Clock wiring as the flow saved it:
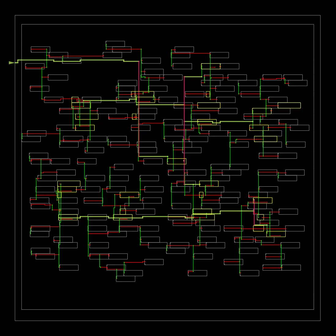
Clock network drawn from the DEF:
(2 px per µm)
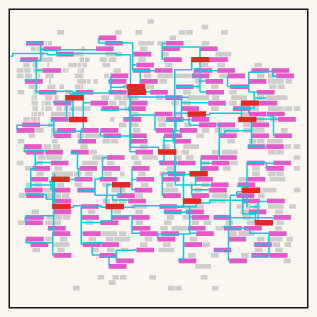
Supply network:
(2 px per µm) Pins as bars on the die edge.
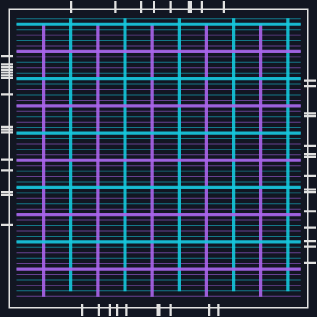
File: config.mk
export PLATFORM = sky130hd
export DESIGN_NAME = node_inbound_rx
export DESIGN_NICKNAME = d
export VERILOG_FILES = /design/src/rtl/node_inbound_rx.sv
export SDC_FILE = /design/constraint.sdc
export NUM_CORES = 1
export LEC_CHECK = 0
export CORE_MARGIN = 3
export CORE_UTILIZATION = 35
export DETAILED_ROUTE_END_ITERATION = 7
export PLACE_DENSITY = 0.54
export SYNTH_ARGS = -nofsm -noshare
export SYNTH_HDL_FRONTEND = slang
export SYNTH_SLANG_ARGS = --single-unit
File: constraint.sdc
create_clock -name clock -period 3.7 [get_ports clock]
set_input_delay 0.74 -clock clock [delete_from_list [all_inputs] [get_ports clock]]
set_output_delay 0.74 -clock clock [all_outputs]
set_load 0.03 [all_outputs]
File: src/rtl/node_inbound_rx.sv
// node_inbound_rx: receive side of the 8-bit node/router link.
// Reassembles 4-byte bursts into 32-bit packets and buffers them in a
// DEPTH-entry FIFO presented to the consumer.
//
// Optional build macro: DEST_CHECK_EN. When it is defined, completed packets
// whose dest field differs from NODEID are dropped and flagged on rx_error.
//
// Ports:
//   clock            system clock, rising edge
//   reset_n          asynchronous active-low reset
//   put_inbound      router presents a byte this cycle
//   payload_inbound  byte from router
//   free_inbound     registered; a full packet can be accepted
//   pkt_out          packet at FIFO head (combinational from storage)
//   pkt_out_avail    FIFO non-empty
//   pkt_out_ready    consumer takes the head when avail & ready
//   rx_error         one-cycle pulse on protocol violation or drop
//   occupancy        number of stored packets

package node_inbound_rx_pkg;
  typedef struct packed {
    logic [3:0]  src;
    logic [3:0]  dest;
    logic [23:0] data;
  } pkt_t;
endpackage

module node_inbound_rx
  import node_inbound_rx_pkg::*;
#(
  parameter int unsigned DEPTH  = 4,
  parameter int unsigned NODEID = 0
) (
  input  logic                         clock,
  input  logic                         reset_n,
  input  logic                         put_inbound,
  input  logic [7:0]                   payload_inbound,
  output logic                         free_inbound,
  output logic [31:0]                  pkt_out,
  output logic                         pkt_out_avail,
  input  logic                         pkt_out_ready,
  output logic                         rx_error,
  output logic [$clog2(DEPTH+1)-1:0]   occupancy
);

  localparam int unsigned PW = (DEPTH > 1) ? $clog2(DEPTH) : 1;
  localparam int unsigned CW = $clog2(DEPTH + 1);

  typedef enum logic [1:0] {
    S_IDLE = 2'd0,
    S_RECV = 2'd1,
    S_DROP = 2'd2
  } state_e;

  state_e          state_q, state_d;
  logic [1:0]      cnt_q, cnt_d;
  logic [7:0]      hdr_q, hdr_d;
  logic [15:0]     dat_q, dat_d;
  logic            busy_q, busy_d;
  logic            free_q, free_d;
  logic            err_q, err_d;
  logic [CW-1:0]   count_q, count_d;
  logic [PW-1:0]   wptr_q, rptr_q;
  pkt_t            mem_q [DEPTH];

  logic            push_c, pop_c, dest_ok_c;
  pkt_t            wdata_c;

  // Destination filter; without it every completed packet is kept.
`ifdef DEST_CHECK_EN
  assign dest_ok_c = (hdr_q[3:0] == 4'(NODEID));
`else
  assign dest_ok_c = (hdr_q[3:0] == 4'(NODEID)) || 1'b1;
`endif

  assign wdata_c       = pkt_t'({hdr_q, dat_q, payload_inbound});
  assign pkt_out_avail = (count_q != '0);
  assign pop_c         = pkt_out_avail & pkt_out_ready;
  assign pkt_out       = mem_q[rptr_q];
  assign occupancy     = count_q;
  assign free_inbound  = free_q;
  assign rx_error      = err_q;

  // Burst reassembly FSM and reservation bookkeeping.
  always_comb begin
    state_d = state_q;
    cnt_d   = cnt_q;
    hdr_d   = hdr_q;
    dat_d   = dat_q;
    busy_d  = busy_q;
    err_d   = 1'b0;
    push_c  = 1'b0;
    case (state_q)
      S_IDLE: begin
        if (put_inbound) begin
          cnt_d = 2'd1;
          if (free_q) begin
            hdr_d   = payload_inbound;
            busy_d  = 1'b1;
            state_d = S_RECV;
          end else begin
            err_d   = 1'b1;
            state_d = S_DROP;
          end
        end
      end
      S_RECV: begin
        if (put_inbound) begin
          if (cnt_q == 2'd3) begin
            cnt_d   = 2'd0;
            busy_d  = 1'b0;
            state_d = S_IDLE;
            if (dest_ok_c) push_c = 1'b1;
            else           err_d  = 1'b1;
          end else begin
            cnt_d = cnt_q + 2'd1;
            dat_d = {dat_q[7:0], payload_inbound};
          end
        end else begin
          // Sender stopped early: discard and free the reserved slot.
          cnt_d   = 2'd0;
          busy_d  = 1'b0;
          err_d   = 1'b1;
          state_d = S_IDLE;
        end
      end
      S_DROP: begin
        if (put_inbound && (cnt_q != 2'd3)) begin
          cnt_d = cnt_q + 2'd1;
        end else begin
          cnt_d   = 2'd0;
          state_d = S_IDLE;
        end
      end
      default: begin
        cnt_d   = 2'd0;
        busy_d  = 1'b0;
        state_d = S_IDLE;
      end
    endcase

    count_d = count_q + CW'(push_c) - CW'(pop_c);
    // An in-flight burst counts as an occupied slot.
    free_d  = (({1'b0, count_d} + (CW+1)'(busy_d)) < (CW+1)'(DEPTH));
  end

  // Control registers.
  always_ff @(posedge clock or negedge reset_n) begin
    if (!reset_n) begin
      state_q <= S_IDLE;
      cnt_q   <= 2'd0;
      hdr_q   <= 8'd0;
      dat_q   <= 16'd0;
      busy_q  <= 1'b0;
      free_q  <= 1'b1;
      err_q   <= 1'b0;
      count_q <= '0;
      wptr_q  <= '0;
      rptr_q  <= '0;
    end else begin
      state_q <= state_d;
      cnt_q   <= cnt_d;
      hdr_q   <= hdr_d;
      dat_q   <= dat_d;
      busy_q  <= busy_d;
      free_q  <= free_d;
      err_q   <= err_d;
      count_q <= count_d;
      if (push_c) wptr_q <= wptr_q + PW'(1);
      if (pop_c)  rptr_q <= rptr_q + PW'(1);
    end
  end

  // Packet storage.
  always_ff @(posedge clock or negedge reset_n) begin
    if (!reset_n) begin
      for (int unsigned i = 0; i < DEPTH; i++) mem_q[i] <= '0;
    end else if (push_c) begin
      mem_q[wptr_q] <= wdata_c;
    end
  end

endmodule

==> summary.txt <==
fresh numbers from the pnr run: CTS tree=done, Cell variety after synth=35, endpoints failing hold=0, Wirelength per Cell=18.9 µm, GP Congestion=0.729, Finish-stage setup viols=0, post-synthesis sequential area ratio=58.4%, Top cell area share=58.0%, Clock Path Buffers=2, final period utilization=87.3%, Critical Path RT=2960 ps, Registers, synthesis=166, yosys simple share=2.01%, Crit. path cell count=3, Crit Path Max Fanout=11, RR Startpoint=cnt_q[0], hold slack final=365 ps, number of CTS-inserted buffers=17, Worst Path Buf+Inv=2, critical path launch point type=flop, CTS clk-pin slew, worst paths=70 ps, Tool Warnings=29, Largest logic family=multiplexers, vias=3752, worst slew pin tran=794 ps, status=complete, no violations, Critical Path End Type=output pin, largest net degree at the start of global routing=86, Slowest cell on crit path=clkdlybuf4s50_1, xor and xnor fraction of the mapped netlist area=0.616%, Hold Crit Class=in -> async, Arr. time, crit path=2490 ps, grt met1 use=19.6%, DR DRC count=0, initial antenna violation count=0, Floorplan Nets=445, Worst Setup Path Type=reg -> out, Cells after Synth=425, clk root buf=clkbuf_16, Setup crit start=rptr_q[0], Max stage delay on crit path=610 ps, Top reg by flops=mem_q, Synth area leader=dfrtp_1, met2 Use GR=22.4%, WL met1=6.89 mm, layout cell share with drive strength beyond 1=47.0%, Largest regs=mem_q x128, dat_q x16, hdr_q x8, final net count=501, GRT Residual Overflow=0, post-CTS sizing=0, DRT iter0 DRCs=165, top cells by area=dfrtp_1, mux2_2, mux4_2, Critical Path Sink=pkt_out[29], PortBufs=49, WL met3=429 µm, Fmax achieved=310 MHz, R2R Path End=free_inbound, number of cells in Yosys stat=425, DR pass1 iterations=4, min cycle time layout=3230 ps, P_leak=4.07 nW, YS warnings=0, Top Layout Cells=dfrtp_1, mux2_2, clkdlybuf4s50_1, Init Core Util=36.1%, die area=0.0221 mm², flop-to-flop setup slack=1310 ps, setup TNS=0 ps, Post-DP HPWL=8.69 mm, mean post-synth cell area=16.7 µm², io pins=50, number of flip-flops in the largest register=128, GRT Resource Usage Total=14.2%, Slew HR=47.0%, Area Overhead vs Synth=21.1%, gr busiest metal=met2, Cell Pwr Density=696 mW/mm², Post-Route Utilization=43.7%, DR vias/cell=4.94, max-slew violation count=0, Inserted Diodes=0, CTS Hold Bufs=0, row count=51, vias in the first global route=4181, Highest Signal Layer=met4, Post-Synth AOI/OAI Area=0.897%, RSZ-0062 raised after global routing=false
About 'clock wiring as the flow saved it':
clk latency late pin: 420 ps
clkbuf count: 18
clock tree sinks: 166
Final Skew: 10.0 ps

About 'clock network drawn from the DEF':
[flip-flops] magenta | count: 166
[clock wires] cyan | length: 2020 µm
[clock-net drivers] red | count: 17
routed clock nets	18
Clk network pwr share: 33.2%
clk pwr: 0.00199 W

About 'supply network':
net	colour
VSS	purple
VDD	cyan
met1 rails	52
rows	51
met4 straps	10
signal pins	50
Worst VDD drop: 0.397 mV
CORE AREA: 0.0197 mm²
die height: 149 µm
die width: 149 µm

[Yosys cell counts, drive strengths merged]
cell type and n:
dfrtp 165, mux2 152, mux4 32, buf 20, inv 9, ha 7, nand2 6, clkbuf 4
nor2 3, xnor2 3, a21oi 2, and4b 2, o21ai 2, xor2 2, a2111oi 1, a211o 1
a31oi 1, a32o 1, and4bb 1, dfstp 1, fa 1, maj3 1, nand4b 1, nor2b 1
nor3b 1, nor4 1, nor4bb 1, o31a 1, or2 1, or3 1
[final cells by class]
cell class | count | area (µm²)
sequential | 166 | 4160
tap | 265 | 332
inverter | 9 | 33.8
clock inverter | 14 | 230
multi-input combinational | 226 | 2800
clock buffer | 18 | 439
fill | 1764 | 11100
timing repair buffer | 61 | 619
[stage by stage]
step | total power, W | cells | setup slack [ps] | cell area (µm²)
2_1_floorplan | 0.00351 | 425 | 1250 | 7110
3_3_place_gp | 0.00403 | 727 | 720 | 7940
3_5_place_dp | 0.00407 | 727 | 626 | 7940
4_1_cts | 0.00608 | 759 | 381 | 8610
5_1_grt | 0.00634 | 759 | 320 | 8610
6_report | 0.00599 | 759 | 469 | 8610
[how the worst min path moves through the flow]
stage,cells after the start,endpoint,slack (ps),startpoint
2_1_floorplan,0,busy_q,440,reset_n
4_1_cts,1,mem_q[114],400,reset_n
6_report,1,mem_q[114],370,reset_n
3_3_place_gp,1,mem_q[76],470,mem_q[76]
5_1_grt,1,mem_q[114],410,reset_n
3_5_place_dp,1,mem_q[79],480,mem_q[79]
[report_power, final]
part / internal [W] / leakage (nW) / switching, W
clock: 0.00128 / 0.329 / 0.000710
sequential: 0.00219 / 2.23 / 0.000374
combinational: 0.000768 / 1.51 / 0.000675
total: 0.00423 / 4.07 / 0.00176
Power figures rest on the tool's default switching activity, not on a simulated workload.
